==> run_1/wires.png <==
Drawn at 8 px/um. Two of the layers only.
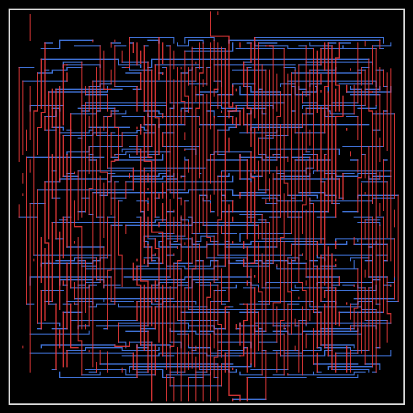
==> run_1/layer_met3.png <==
Drawn at 8 px/um.
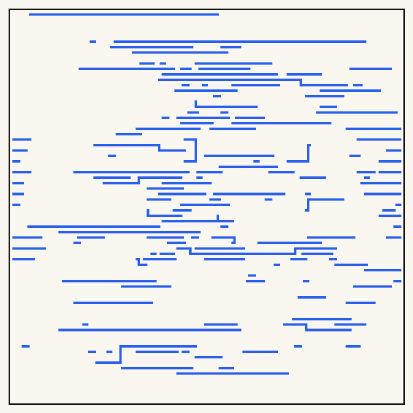
==> run_1/placement_by_type.png <==
Drawn at 6 px/um.
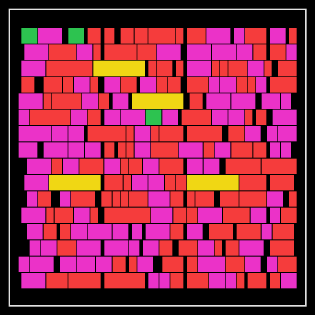
==> config.mk <==
export PLATFORM = sky130hd
export DESIGN_NAME = multicycle_ctrl
export DESIGN_NICKNAME = d
export VERILOG_FILES = /design/src/rtl/multicycle_ctrl.sv
export SDC_FILE = /design/constraint.sdc
export NUM_CORES = 1
export LEC_CHECK = 0
export CAP_MARGIN = 30
export CORE_UTILIZATION = 38
export DETAILED_ROUTE_END_ITERATION = 8
export PLACE_DENSITY = 0.85
export RECOVER_POWER = 25
export SLEW_MARGIN = 10
export SYNTH_ARGS = -nofsm -noshare
export SYNTH_HDL_FRONTEND = slang
export SYNTH_SLANG_ARGS = --single-unit
==> constraint.sdc <==
create_clock -name clk_i -period 1.5 [get_ports clk_i]
set_clock_uncertainty 0.1 [all_clocks]
set_input_delay 0.3 -clock clk_i [delete_from_list [all_inputs] [get_ports clk_i]]
set_output_delay 0.3 -clock clk_i [all_outputs]
set_load 0.005 [all_outputs]
==> run summary, run 1 <==
flow finished, numbers: switching part of the total between 30% and 40%, P_sw about 230 uW, Reg2Reg Setup Slack -200 ps, most frequent cell after synthesis nor2_1, register area roughly 95 um2, status finished, violations left, P&R area growth vs syn 124%, clk slew on worst S/H paths 40 ps, PwrDens 312 mW/mm2, Rel. slew slack 70.9%, chip area 0.00242 mm2, initial drt markers 116, top cells by count nor2_1, nand2_1, a21oi_1, o21ai_0, a211oi_1, Post-CTS Resized 180, GRT overflow 0, Fmax 512 MHz, Setup violations, final 24, xor+xnor area frac 3.11%, Clock power frac 25.4%, distinct lib cells 43, Arr. time, crit path 1560 ps, final worst setup slack -455 ps, failing checks setup timing, Synth Seq Share under 10%, Compound-Gate Fraction of Synth Area 31.7%, CP Depth 5, GPL Wtd Cong 0.884, grt peak-use layer met2, Post-CTS Setup Inserts 15, Post-synth EDFFs 0, fp util 41.8%
## Picture notes: wires.png
layer	colour	wire length
metal 2	red	2610 um
metal 1	blue	1820 um
Routed WL: 5.76 mm
via count: 1685
WL/cell: 22.9 um
GRT Total Usage: 36.6%

## Picture notes: layer_met3.png
nets with wire on the layer	94
wire length on this layer	703 um
longest straight run	31.3 um
GR Util met3: 6.85%

## Picture notes: placement_by_type.png
class	colour	cells
combinational and other logic	red	116
clock drivers	green	3
other buffers and delay cells	magenta	101
flops	yellow	4
Final Util: 93.9%
Rows: 16
flop share of the area: 5.01%
core footprint: 0.00202 mm2

--- run 2 (diff from run 1) ---
CTS_CLUSTER_DIAMETER = 150   (was default)
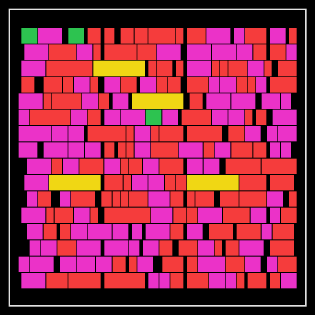
(run_2/placement_by_type.png)
Drawn at 6 px/um.
class	colour	cells
other buffers and delay cells	magenta	101
combinational and other logic	red	116
flops	yellow	4
clock drivers	green	3
Design Area, Final: 0.00190 mm2

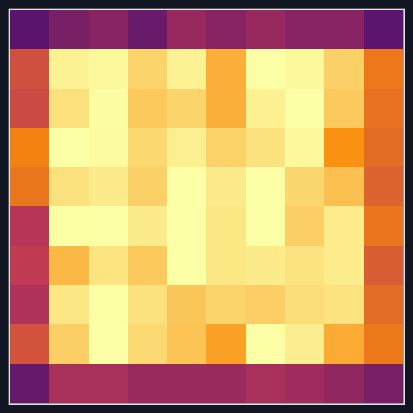
(run_2/cell_density.png)
Drawn at 8 px/um. 10 x 10 tiles, from black (low) to pale yellow (high), 0 to 100% covered.
tiles over 75% full	64%
densest ninth of the die	middle
fullest tile	100%
mean over tiles	77%
fp util: 41.8%

==> run 2 against run 1 <==
Effect of this change:
- the flow still finishes with violations (setup timing)
- first-iteration DRC count is the same
- sequential power is essentially flat
- final area is the same
- highest routed layer unchanged
- global-route usage is the same
- area after synthesis is the same
- via count is the same
- critical endpoint unchanged
==> run summary, run 2 <==
flow finished, numbers: area post-placement 0.00154 mm2 (unchanged), CP Depth 5 (unchanged), Setup violations, final 24 (unchanged), input/output buffers 36 (unchanged), WL/cell 22.9 um (unchanged), Arr. time, crit path 1560 ps (about the same), PwrDens 312 mW/mm2 (unchanged), Post-CTS Setup Inserts 15 (unchanged), grt peak-use layer met2 (unchanged), Rows 16 (unchanged), failing checks setup timing (unchanged), max reg flops 4 (unchanged), GRT overflow 0 (unchanged), P&R area growth vs syn 124% (unchanged), core footprint 0.00202 mm2 (unchanged), syn avg cell area 6.51 um2 (unchanged), Final Util 93.9% (unchanged), most frequent cell after synthesis nor2_1 (unchanged), Post-CTS Resized 180 (unchanged), GPL Wtd Cong 0.884 (unchanged), dpl ws -1120 ps (unchanged), GR Util met3 6.85% (unchanged), Synth Seq Share 9.47% (unchanged), Rel. slew slack 70.9% (unchanged), Fmax 512 MHz (unchanged), flop share of the area 5.01% (unchanged), clk slew on worst S/H paths 40 ps (about the same), status finished, violations left (unchanged), tap cells 27 (unchanged), top cells by count nor2_1, nand2_1, a21oi_1, o21ai_0, a211oi_1 (unchanged), Clk. pwr 150 uW (about the same), Routed WL 5.76 mm (unchanged), distinct lib cells 43 (unchanged), Reg2Reg Setup Slack -200 ps (about the same), via count 1685 (unchanged), xor+xnor area frac 3.11% (unchanged), Hold Crit Class in2reg (unchanged), final worst setup slack -455 ps (unchanged), Clock power frac 25.4% (about the same), switching part of the total 39.2% (unchanged), Post-synth EDFFs 0 (unchanged), chip area 0.00242 mm2 (unchanged), Hold Vio Cnt, Final 0 (unchanged), Top-Level Pins 37 (unchanged), GRT Total Usage 36.6% (unchanged), Cells after Synth 130 (unchanged)
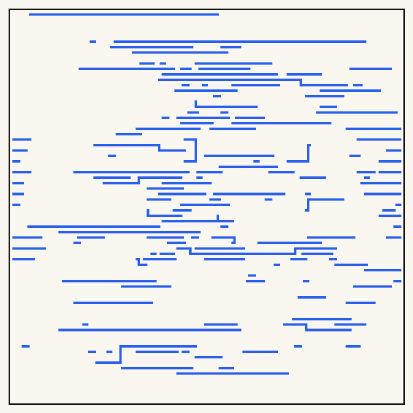
(run_2/layer_met3.png)
Drawn at 8 px/um.
share of all routed wire	12%
nets with wire on the layer	94
main direction	horizontal
wire length on this layer	703 um
longest straight run	31.3 um

--- run 3 (diff from run 2) ---
==> constraint.sdc (replaced) <==
create_clock -name clk_i -period 1.5 [get_ports clk_i]
set_clock_uncertainty 0.1 [all_clocks]
set_input_delay 0.225 -clock clk_i [delete_from_list [all_inputs] [get_ports clk_i]]
set_output_delay 0.225 -clock clk_i [all_outputs]
set_load 0.005 [all_outputs]
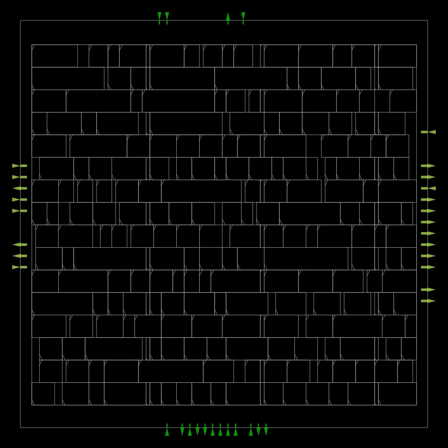
(run_3/placement.png)
Final Util: 94.5%
Seq cells: 4
fillers: 58
flop share of the area: 4.98%
tap cells: 27

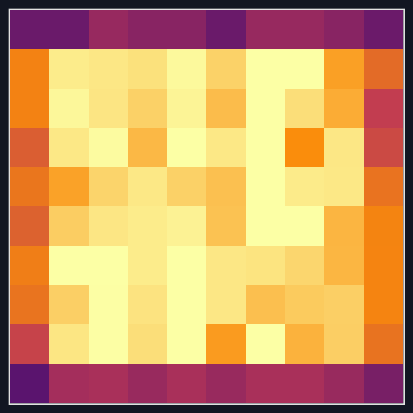
(run_3/cell_density.png)
Drawn at 8 px/um. 10 x 10 tiles, from black (low) to pale yellow (high), 0 to 100% covered.
mean over tiles	78%
tiles over 75% full	64%
fullest tile	100%
densest ninth of the die	middle

==> run 3 against run 2 <==
Effect of this change:
- the flow still finishes with violations (setup timing)
- fmax grew 7.3%
- via count shrank 2.3%
- utilization grew 0.62 points
- final area grew 0.66%
- final cell count shrank 1.2%
- sequential share of layout area is essentially flat
- critical endpoint unchanged
- critical path depth shrank 1
- hold slack lost 72 ps
- setup slack gained 130 ps
- wire length grew 0.83%
- clock-buffer cell count is the same
==> run summary, run 3 <==
flow finished, numbers: status finished, violations left (unchanged), failing checks setup timing (unchanged), fp util 41.8% (unchanged), clk slew on worst S/H paths 60 ps (was 40 ps), switching part of the total 39.7% (was 39.2%), hold_ws 466 ps (was 537 ps), first-pass GRT wire length 7.58 mm (was 6.88 mm), distinct lib cells 43 (unchanged), CP Depth 4 (was 5), Top-Level Pins 37 (unchanged), Post-synth EDFFs 0 (unchanged), input/output buffers 36 (unchanged), top cells by count nor2_1, nand2_1, a21oi_1, o21ai_0, a211oi_1 (unchanged), area post-placement 0.00152 mm2 (was 0.00154 mm2), syn avg cell area 6.51 um2 (unchanged), Reg2Reg Setup Slack -140 ps (was -200 ps), P_sw 239 uW (was 232 uW), Comb. pwr 343 uW (was 334 uW), Hold Vio Cnt, Final 0 (unchanged), GRT Total Usage 41.1% (was 36.6%), Post-CTS Resized 171 (was 180), xor+xnor area frac 3.11% (unchanged), Clk. pwr 152 uW (was 150 uW), Hold Crit Class in2reg (unchanged), Req. time, crit path 1170 ps (was 1100 ps), chip area 0.00242 mm2 (unchanged), Hold Path Depth 6 (was 5), Post-CTS Setup Inserts 11 (was 15), Rows 16 (unchanged), P&R area growth vs syn 126% (was 124%), most frequent cell after synthesis nor2_1 (unchanged), core footprint 0.00202 mm2 (unchanged), max reg flops 4 (unchanged), final worst setup slack -322 ps (was -455 ps), Clock power frac 25.3% (was 25.4%), grt peak-use layer met2 (unchanged), Setup violations, final 22 (was 24), Cells after Synth 130 (unchanged), Design Area, Final 0.00191 mm2 (was 0.00190 mm2), Synth Seq Share 9.47% (unchanged), Compound-Gate Fraction of Synth Area 31.7% (unchanged), initial drt markers 86 (was 116), Rel. slew slack 69.0% (was 70.9%), dpl ws -1060 ps (was -1120 ps), Fmax 549 MHz (was 512 MHz)
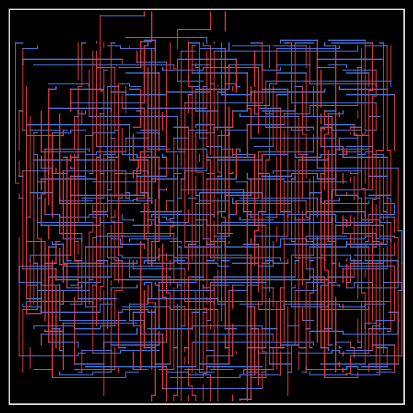
(run_3/wires.png)
Drawn at 8 px/um. Two of the layers only.
layer	colour	wire length
metal 1	blue	1950 um
metal 2	red	2690 um
Routed WL: 5.81 mm
via count: 1646
WL/cell: 23.4 um

Power and IR drop assume default switching activity.
